`src/rtl/conv_pkg.sv`:
```
// ============================================================================
// Module   : conv_pkg
// Purpose  : Shared types and widths for the convolution kernel position path.
// Revision : 1.0 - initial release
// ============================================================================
`default_nettype none

package conv_pkg;

  localparam int COL_W = 8;
  localparam int ROW_W = 8;

  // Edge flags: *2 = outermost row/column, *1 = one pixel in from that edge
  typedef struct packed {
    logic n1;
    logic n2;
    logic s1;
    logic s2;
    logic w1;
    logic w2;
    logic e1;
    logic e2;
  } kernel_pos_t;

  typedef enum logic [0:0] {
    ST_IDLE   = 1'b0,
    ST_ACTIVE = 1'b1
  } pos_state_e;

endpackage

`default_nettype wire

```
`src/rtl/conv_pos_cnt.sv`:
```
// ============================================================================
// Module   : conv_pos_cnt
// Purpose  : Row/column position counter with wrap and last-pixel detection.
// Revision : 1.0 - initial release
// ============================================================================
`default_nettype none

module conv_pos_cnt #(
  parameter int COL_W = conv_pkg::COL_W,
  parameter int ROW_W = conv_pkg::ROW_W
) (
  input  logic             clk,
  input  logic             arst_n,
  input  logic             adv_i,
  input  logic [COL_W-1:0] width_i,
  input  logic [ROW_W-1:0] height_i,
  output logic [COL_W-1:0] col_o,
  output logic [ROW_W-1:0] row_o,
  output logic             last_col_o,
  output logic             last_row_o,
  output logic             last_o
);

  logic [COL_W-1:0] r_col;
  logic [ROW_W-1:0] r_row;
  logic             w_last_col;
  logic             w_last_row;

  assign w_last_col = (r_col == width_i - COL_W'(1));
  assign w_last_row = (r_row == height_i - ROW_W'(1));

  // Counters return to zero after the last pixel, so IDLE always sees (0,0)
  always_ff @(posedge clk or negedge arst_n) begin
    if (!arst_n) begin
      r_col <= '0;
      r_row <= '0;
    end else if (adv_i) begin
      if (w_last_col) begin
        r_col <= '0;
        r_row <= w_last_row ? '0 : r_row + ROW_W'(1);
      end else begin
        r_col <= r_col + COL_W'(1);
      end
    end
  end

  assign col_o      = r_col;
  assign row_o      = r_row;
  assign last_col_o = w_last_col;
  assign last_row_o = w_last_row;
  assign last_o     = w_last_col & w_last_row;

endmodule

`default_nettype wire

```
`src/rtl/conv_kernel_pos_ctrl.sv`:
```
// ============================================================================
// Module   : conv_kernel_pos_ctrl
// Purpose  : Tags each pixel beat with kernel edge flags and frame markers.
//            Optional macro CONV_KERNEL_POS_CTRL_ERR_EN enables sof checking.
// Revision : 1.0 - initial release
// ============================================================================
`default_nettype none

module conv_kernel_pos_ctrl
  import conv_pkg::*;
#(
  parameter int COL_W = conv_pkg::COL_W,
  parameter int ROW_W = conv_pkg::ROW_W
) (
  input  logic             clk,
  input  logic             arst_n,
  input  logic [COL_W-1:0] cfg_width_i,
  input  logic [ROW_W-1:0] cfg_height_i,
  input  logic             in_vld_i,
  input  logic             in_sof_i,
  output logic             in_rdy_o,
  output logic             out_vld_o,
  input  logic             out_rdy_i,
  output kernel_pos_t      out_pos_o,
  output logic             out_sof_o,
  output logic             out_eol_o,
  output logic             out_eof_o,
  output logic             busy_o,
  output logic             err_o
);

  pos_state_e       r_state;
  pos_state_e       w_state_nxt;
  logic [COL_W-1:0] r_width;
  logic [ROW_W-1:0] r_height;
  logic [COL_W-1:0] w_width;
  logic [ROW_W-1:0] w_height;
  logic [COL_W-1:0] w_col;
  logic [ROW_W-1:0] w_row;
  logic             w_last_col;
  logic             w_last_row;
  logic             w_last;
  logic             w_idle;
  logic             w_accept;
  kernel_pos_t      w_pos;
  logic             r_vld;
  kernel_pos_t      r_pos;
  logic             r_sof;
  logic             r_eol;
  logic             r_eof;

  assign w_idle   = (r_state == ST_IDLE);
  assign in_rdy_o = ~r_vld | out_rdy_i;
  assign w_accept = in_vld_i & in_rdy_o;

  // In IDLE the live config applies to the first beat; afterwards the latched copy
  assign w_width  = w_idle ? cfg_width_i  : r_width;
  assign w_height = w_idle ? cfg_height_i : r_height;

  always_ff @(posedge clk or negedge arst_n) begin
    if (!arst_n) begin
      r_width  <= '0;
      r_height <= '0;
    end else if (w_accept && w_idle) begin
      r_width  <= cfg_width_i;
      r_height <= cfg_height_i;
    end
  end

  conv_pos_cnt #(
    .COL_W (COL_W),
    .ROW_W (ROW_W)
  ) u_pos_cnt (
    .clk        (clk),
    .arst_n     (arst_n),
    .adv_i      (w_accept),
    .width_i    (w_width),
    .height_i   (w_height),
    .col_o      (w_col),
    .row_o      (w_row),
    .last_col_o (w_last_col),
    .last_row_o (w_last_row),
    .last_o     (w_last)
  );

  always_comb begin
    w_pos    = '0;
    w_pos.n2 = (w_row == '0);
    w_pos.n1 = (w_row == ROW_W'(1));
    w_pos.s2 = w_last_row;
    w_pos.s1 = (w_height >= ROW_W'(2)) && (w_row == w_height - ROW_W'(2));
    w_pos.w2 = (w_col == '0);
    w_pos.w1 = (w_col == COL_W'(1));
    w_pos.e2 = w_last_col;
    w_pos.e1 = (w_width >= COL_W'(2)) && (w_col == w_width - COL_W'(2));
  end

  always_ff @(posedge clk or negedge arst_n) begin
    if (!arst_n) begin
      r_state <= ST_IDLE;
    end else begin
      r_state <= w_state_nxt;
    end
  end

  always_comb begin
    w_state_nxt = r_state;
    busy_o      = (r_state == ST_ACTIVE);
    case (r_state)
      ST_IDLE:   if (w_accept && !w_last) w_state_nxt = ST_ACTIVE;
      ST_ACTIVE: if (w_accept && w_last)  w_state_nxt = ST_IDLE;
      default:   w_state_nxt = ST_IDLE;
    endcase
  end

  always_ff @(posedge clk or negedge arst_n) begin
    if (!arst_n) begin
      r_vld <= 1'b0;
      r_pos <= '0;
      r_sof <= 1'b0;
      r_eol <= 1'b0;
      r_eof <= 1'b0;
    end else if (w_accept) begin
      r_vld <= 1'b1;
      r_pos <= w_pos;
      r_sof <= w_pos.n2 & w_pos.w2;
      r_eol <= w_last_col;
      r_eof <= w_last;
    end else if (out_rdy_i) begin
      r_vld <= 1'b0;
    end
  end

  assign out_vld_o = r_vld;
  assign out_pos_o = r_pos;
  assign out_sof_o = r_sof;
  assign out_eol_o = r_eol;
  assign out_eof_o = r_eof;

`ifdef CONV_KERNEL_POS_CTRL_ERR_EN
  logic r_err;

  // Flags a marker that disagrees with the tracked frame state; no resync
  always_ff @(posedge clk or negedge arst_n) begin
    if (!arst_n) begin
      r_err <= 1'b0;
    end else if (w_accept && (in_sof_i != w_idle)) begin
      r_err <= 1'b1;
    end
  end

  assign err_o = r_err;
`else
  logic w_unused_sof;

  assign w_unused_sof = in_sof_i;
  assign err_o        = 1'b0;
`endif

endmodule

`default_nettype wire

```
`config.mk`:
```
export PLATFORM = sky130hd
export DESIGN_NAME = conv_kernel_pos_ctrl
export DESIGN_NICKNAME = d
export VERILOG_FILES = /design/src/rtl/conv_pkg.sv /design/src/rtl/conv_pos_cnt.sv /design/src/rtl/conv_kernel_pos_ctrl.sv
export SDC_FILE = /design/constraint.sdc
export NUM_CORES = 1
export LEC_CHECK = 0
export ABC_AREA = 1
export CORE_ASPECT_RATIO = 1.75
export CORE_MARGIN = 2
export CORE_UTILIZATION = 40
export DETAILED_ROUTE_END_ITERATION = 8
export GPL_TIMING_DRIVEN = 0
export PLACE_DENSITY = 0.71
export SYNTH_ARGS = -nofsm -noshare
export SYNTH_HDL_FRONTEND = slang
export SYNTH_SLANG_ARGS = --single-unit
```
`constraint.sdc`:
```
create_clock -name clk -period 2.7 [get_ports clk]
set_input_delay 0.54 -clock clk [delete_from_list [all_inputs] [get_ports clk]]
set_output_delay 0.54 -clock clk [all_outputs]
set_load 0.02 [all_outputs]
```
Run 1, cells by drive strength:
The bar under the picture is 20 um long.
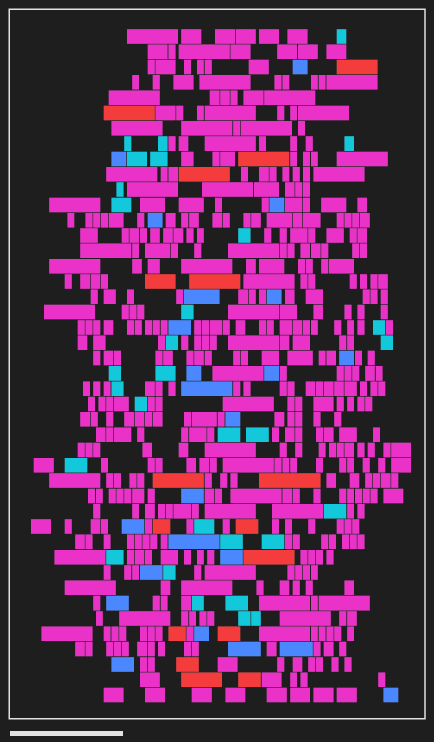
_6 and larger -> red  # cells 16, share 2.8%
_2 cells -> cyan  # cells 30, share 5.3%
_0 and _1 cells -> magenta  # cells 496, share 88%
_3 and _4 cells -> blue  # cells 23, share 4.1%

Run 1, the clock network:
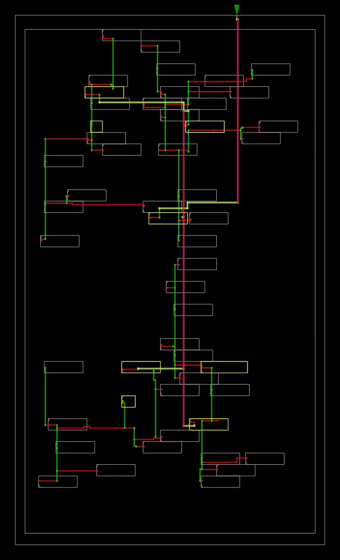
registers: 44
clk sinks: 44
# clk buffers: 5
Worst Skew: 7.07 ps

==> metrics.cfg, run 1 <==
[drt]
wl_met1_mm = 3.29
met2_length_mm = 5.28
drcViolationCount = 0
dr.pass1.iters = 6

[placed_design]
dp_cells = 640
place_congestion = 0.932

[global_routing]
met2_usage_pct = 39.0

[power_and_ir_drop]
peakVddDrop_v = 0.000353
p_per_area_mw_per_mm2 = 814
top_power_group = combinational cells
p_switching_w = 0.00150
p_comb_w = 0.00175
power.leakage_nw = 2.21

[synth]
ys_sh_xor_pct = 3.62
ys_seq_share_pct = 32.5
ys_types = 35
synth_nets = 547
top_cells_by_count = nand2_1, inv_1, dfrtp_1, nand3_1, nor2_1
synth-edff-count = 0
syn_avg_cell_area_um2 = 6.59
yosys_cells = 514
ys_warn_count = 0
async_reset_ff_share_pct = 100

[run_status]
outcome = finished, final reports clean

[critical_path]
worst-r2r-setup-slack_ps = 130

[die]
rows = 44
die_area_mm2 = 0.00925
coreArea_mm2 = 0.00826

[timing]
fin_crit_sh_pct = 95.0
fin_setup_tns_ps = 0
setup_viol = 0
fin_ws_ps = 134
final-hold-violation-count = 0

[final_layout]
nonClockInverterCount = 62
comb_area_share_pct = 47.9
nNonClkBuffers = 58
syn_to_final_growth_pct = 23.6
clock_cell_area_share_pct = 4.09
lay_top_count = nand2_1
antenna_cells = 0
sh_seq_area_pct = 26.3
finalInstanceArea_mm2 = 0.00419

[clock_network]
cts_max_path_buffers = 2

Run 1, the metal 4 layer:
The bar under the picture is 20 um long. Cells faint in the background.
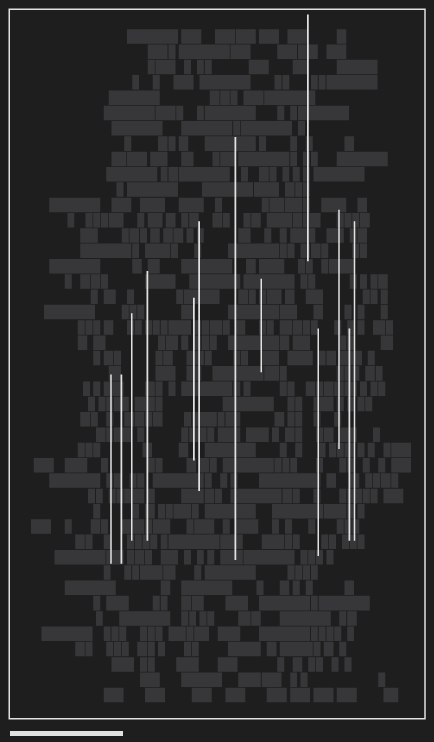
share of all routed wire = 5.9%
main direction = vertical

Run 1, signal wires by layer:
Two of the layers only.
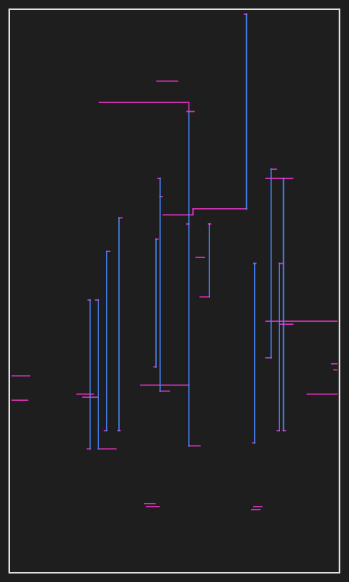
metal 4 -> blue  # wire length 541 um
metal 3 -> magenta  # wire length 136 um
Routed WL: 9.25 mm
Via Count: 3,307
Routed wire per std cell: 14.1 um

## run 1: registers in the layout, indices dropped and copies added, names as in the netlist, 7 cells and up, named ones only
signal	flops
out_pos_o	7
r_width	8
u_pos_cnt.col_o	8
u_pos_cnt.row_o	8
r_height	8
## run 1: worst paths after layout
kind	depth (start not counted)	start	endpoint
max	16	register	u_pos_cnt.col_o[6]
min	1	arst_n	out_pos_o[5]
max reg2reg	16	register	u_pos_cnt.col_o[6]
min reg2reg	2	out_pos_o[2]	out_pos_o[2]
max in group asynchronous	2	arst_n	r_height[4]
min in group clk	2	out_pos_o[2]	out_pos_o[2]
## run 1: repair_timing
item,CTS,global route
endpoints found under the setup margin,21,20
resized,7,12
cloned,0,1
buffers inserted,0,8
pin swaps,0,5
Run 1, M2 wires:
Cells faint in the background.
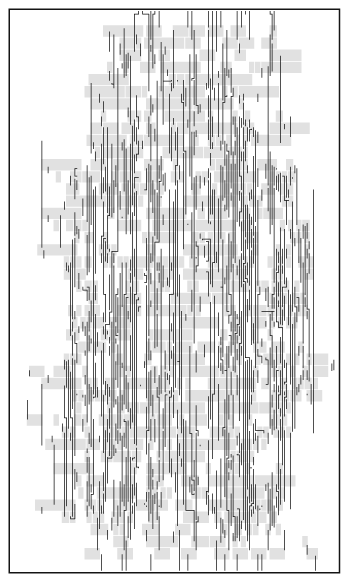

==> run 2, diff against run 1 <==
CORE_UTILIZATION = 57   (was 40)
PLACE_DENSITY = 0.91   (was 0.71)
Run 2, M2 wires:
Cells faint in the background.
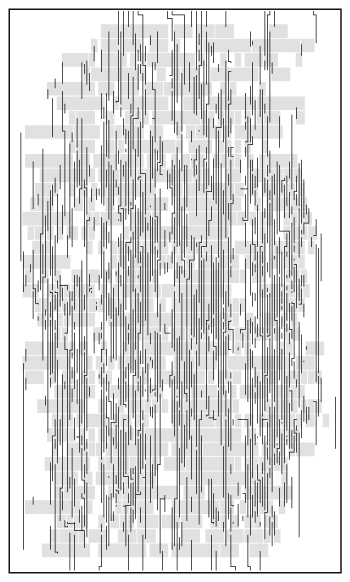
main direction = vertical
nets with wire on the layer = 493
wire length on this layer = 5,040 um
longest straight run = 59.5 um
share of all routed wire = 55%
met2 usage: 55.8%
Routed WL: 9.13 mm
Via Count: 3,380

Run 2, signal wires by layer:
Two of the layers only.
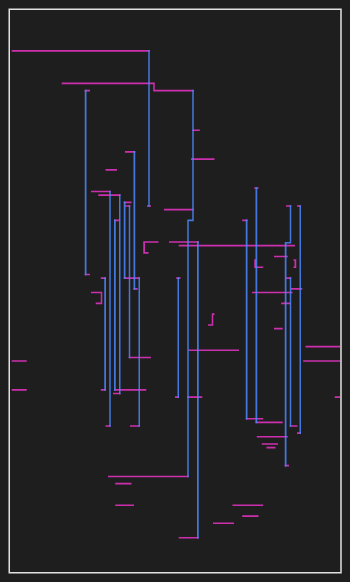
metal 4 -> blue  # wire length 649 um
metal 3 -> magenta  # wire length 242 um

Run 2, the clock network:
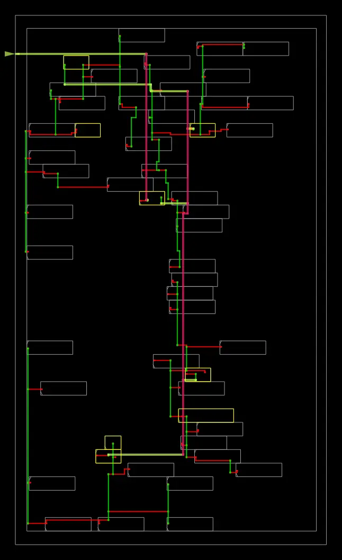
worst skew pair latency: 320 ps
Worst Skew: 7.78 ps
CTS buffer count: 5

==> run 2 against run 1 <==
  * Routed wire length shrank 1.3%
  * Synthesized cell count stayed put
  * Combinational power hardly changed
  * Worst setup slack lost 14 ps
  * Non-clock buffer count fell by 4
  * Largest power group unchanged
  * Largest cell class unchanged
  * Final area decreased by 2.5%
  * Count of clock-buffer cells in the layout increased by 1
  * Highest routed layer unchanged
  * Register-to-register slack about the same
  * Global-route usage up 8.1 points
  * Critical path depth is the same
  * Fmax fell by 0.55%
  * Via count rose by 2.2%
==> metrics.cfg, run 2 <==
[drt]
wl_met1_mm = 3.20  ; -2.7%
wire_per_inst_um = 14.3  ; +1.5%
drcViolationCount = 0  ; unchanged
met2_length_mm = 5.04  ; -4.7%

[final_layout]
nonClockInverterCount = 62  ; unchanged
finalInstanceArea_mm2 = 0.00408  ; -2.5%
clock_cell_area_share_pct = 2.97  ; -1.1 points
ff_count = 44  ; unchanged
nNonClkBuffers = 54  ; -6.9%
clockBufferCount = 6  ; +1
syn_to_final_growth_pct = 20.5
sh_seq_area_pct = 27.0  ; +0.68 points

[die]
die_area_mm2 = 0.00660  ; -29%
rows = 37  ; -16%
coreArea_mm2 = 0.00583  ; -29%

[power_and_ir_drop]
p_comb_w = 0.00176  ; about the same
peakVddDrop_v = 0.000478  ; +35%
p_switching_w = 0.00148  ; -0.93%
top_power_group = combinational cells
power.leakage_nw = 2.17  ; -1.8%
p_per_area_mw_per_mm2 = 797  ; -2.2%

[run_status]
outcome = finished, final reports clean

[synth]
synth-edff-count = 0  ; unchanged
ys_types = 35  ; unchanged
ys_warn_count = 0  ; unchanged
async_reset_ff_share_pct = 100  ; unchanged
ys_seq_share_pct = 32.5  ; unchanged
yosys_cells = 514  ; unchanged
synth_nets = 547  ; unchanged
top_cells_by_count = nand2_1, inv_1, dfrtp_1, nand3_1, nor2_1

[timing]
final-hold-violation-count = 0  ; unchanged
fin_ws_ps = 120  ; -14.1 ps
fin_setup_tns_ps = 0  ; unchanged

[critical_path]
cp_top_family = simple AND/OR/NAND/NOR gates
rr_worst_depth = 16  ; unchanged
cp.depth = 16  ; unchanged
reg2reg_to = u_pos_cnt.row_o[6]
critPathCapture = u_pos_cnt.row_o[6]
worst-r2r-setup-slack_ps = 120  ; about the same

[placed_design]
dp_cells = 626  ; -2.2%
dpl_cell_area_mm2 = 0.00383
dp_hpwl_mm = 7.03
place_congestion = 0.959  ; +2.9%

[clock_network]
cts_max_path_buffers = 2  ; unchanged
cts_sinks = 44  ; unchanged

run 2: timing repair:
item,4_1_cts,5_1_grt
setup buffers,1,4
hold buffers,0,0
gates resized,9,9
setup endpoints to repair,20,17
pin swaps,1,3
endpoints found under the hold margin,0,0
run 2: cell families (layout without fill, tap and decap cells):
family | count (synthesis) | count (layout) | share of synthesized area [%]
other cells | 1 | 1 | 0.111
fa+ha+maj | 12 | 12 | 4.43
xor+xnor | 14 | 14 | 3.62
simple gates | 323 | 323 | 40.7
mux | 7 | 7 | 2.33
flops | 44 | 44 | 32.5
buf+inv | 77 | 124 | 10.5
compound gates | 36 | 36 | 5.76
run 2: worst register-to-register path, delay by kind of cell (launching register included):
family / cells / cell delay [ps]
compound gates: 2 / 210
fa+ha+maj: 1 / 180
buf+inv: 4 / 520
flops: 1 / 370
simple gates: 9 / 1200
==> run 3, diff against run 2 <==
ABC_CLOCK_PERIOD_IN_PS = 2700   (was unset)
Run 3, the metal 4 layer:
The bar under the picture is 20 um long. Cells faint in the background.
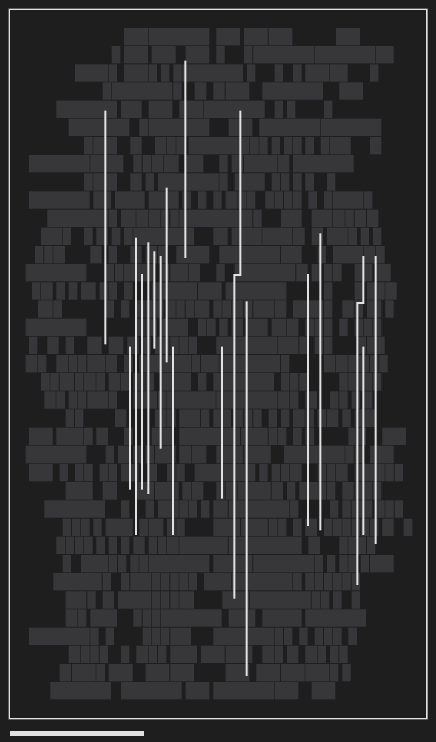
wire length on this layer = 649 um
main direction = vertical
longest straight run = 55.8 um
share of all routed wire = 7.1%
nets with wire on the layer = 17

Run 3, the clock network:
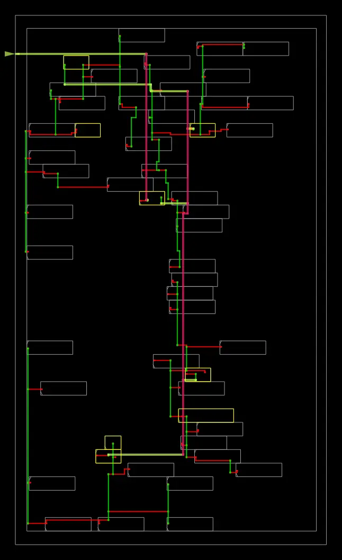
Clock group: 0.000550 W
# clk buffers: 6

Run 3, cells by drive strength:
The bar under the picture is 20 um long.
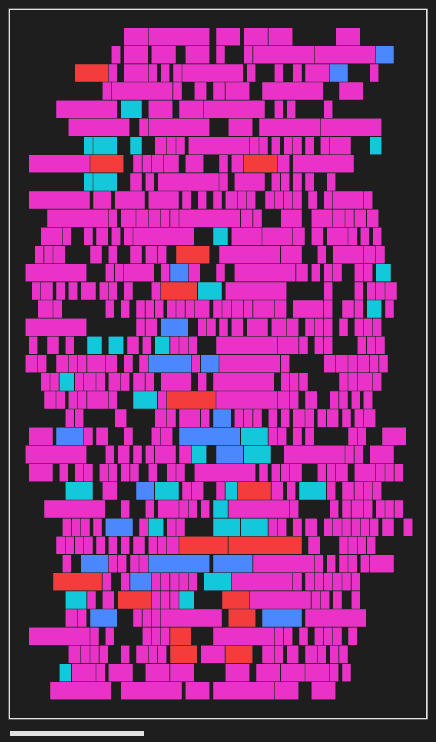
_6 and larger -> red  # cells 16, share 2.9%
_3 and _4 cells -> blue  # cells 18, share 3.2%
_0 and _1 cells -> magenta  # cells 496, share 88%
_2 cells -> cyan  # cells 31, share 5.5%

==> run 3 against run 2 <==
  * First-iteration DRC count stayed put
  * Core utilization unchanged
  * Flip-flop count unchanged
  * Sequential share of layout area is the same
  * Combinational power hardly changed
  * Worst setup slack stayed put
  * Total power stayed put
==> metrics.cfg, run 3 <==
[run_status]
outcome = finished, final reports clean

[drt]
drcViolationCount = 0  ; unchanged
num_vias = 3380  ; unchanged
wire_per_inst_um = 14.3  ; unchanged

[synth]
synth.comb.largest_family = simple AND/OR/NAND/NOR gates
ys_seq_share_pct = 32.5  ; unchanged
ys_warn_count = 0  ; unchanged
yosys_cells = 514  ; unchanged
ys_sh_xor_pct = 3.62  ; unchanged
synth-edff-count = 0  ; unchanged
synth.area.mux_share_pct = 2.33  ; unchanged
simple_gate_area_share_pct = 40.7  ; unchanged
async_reset_ff_share_pct = 100  ; unchanged
synth_nets = 547  ; unchanged
ys_sh_aoi_pct = 5.76  ; unchanged
ys_types = 35  ; unchanged

[critical_path]
cp_top_family = simple AND/OR/NAND/NOR gates
reg2reg_to = u_pos_cnt.row_o[6]
worst-r2r-setup-slack_ps = 120  ; about the same
rr_worst_depth = 16  ; unchanged
critPathCapture = u_pos_cnt.row_o[6]
cp.depth = 16  ; unchanged

[clock_network]
ctsResizeCount = 9  ; unchanged
cts_buffers = 5  ; unchanged
cts_sinks = 44  ; unchanged
worstSkewPairLatency_ps = 320  ; about the same
cts_setup_buffers = 1  ; unchanged
cts_max_path_buffers = 2  ; unchanged

[timing]
final-hold-violation-count = 0  ; unchanged
fin_ws_ps = 120  ; unchanged

[power_and_ir_drop]
top_power_group = combinational cells
p_comb_w = 0.00176  ; about the same
peakVddDrop_v = 0.000478  ; unchanged
p_per_area_mw_per_mm2 = 797  ; unchanged

[final_layout]
clock_cell_area_share_pct = 2.97  ; unchanged
sh_seq_area_pct = 27.0  ; unchanged
ff_count = 44  ; unchanged
nNonClkBuffers = 54  ; unchanged
syn_to_final_growth_pct = 20.5  ; unchanged

[die]
die_area_mm2 = 0.00660  ; unchanged

[placed_design]
place_congestion = 0.959  ; unchanged

==> run 3: cell counts in the layout (fill, tap and decap cells not counted) <==
No cell type changed its count.
==> run 3: routing by layer <==
metal  global-route usage, %  part of all wire [%]  wire, um
met3                    3.28                   2.7       242
met4                    21.7                   7.1       649
met2                    55.8                    55      5040
met1                    27.6                    35      3200
met5                       0                     0         0
==> run 3: metrics by stage <==
step | hold slack [ps] | utilization [%] | instances | instance area, um2
final | 174 | 70.0 | 639 | 4080
after floorplan | 244 | - | 514 | 3390
after CTS | 176 | 68.5 | 635 | 4000
after detailed placement | 470 | 65.7 | 626 | 3830
after global routing | 201 | 70.0 | 639 | 4080
after global placement | 458 | 65.4 | 625 | 3810
No activity file was given, so power comes from the tool's default toggle rates.
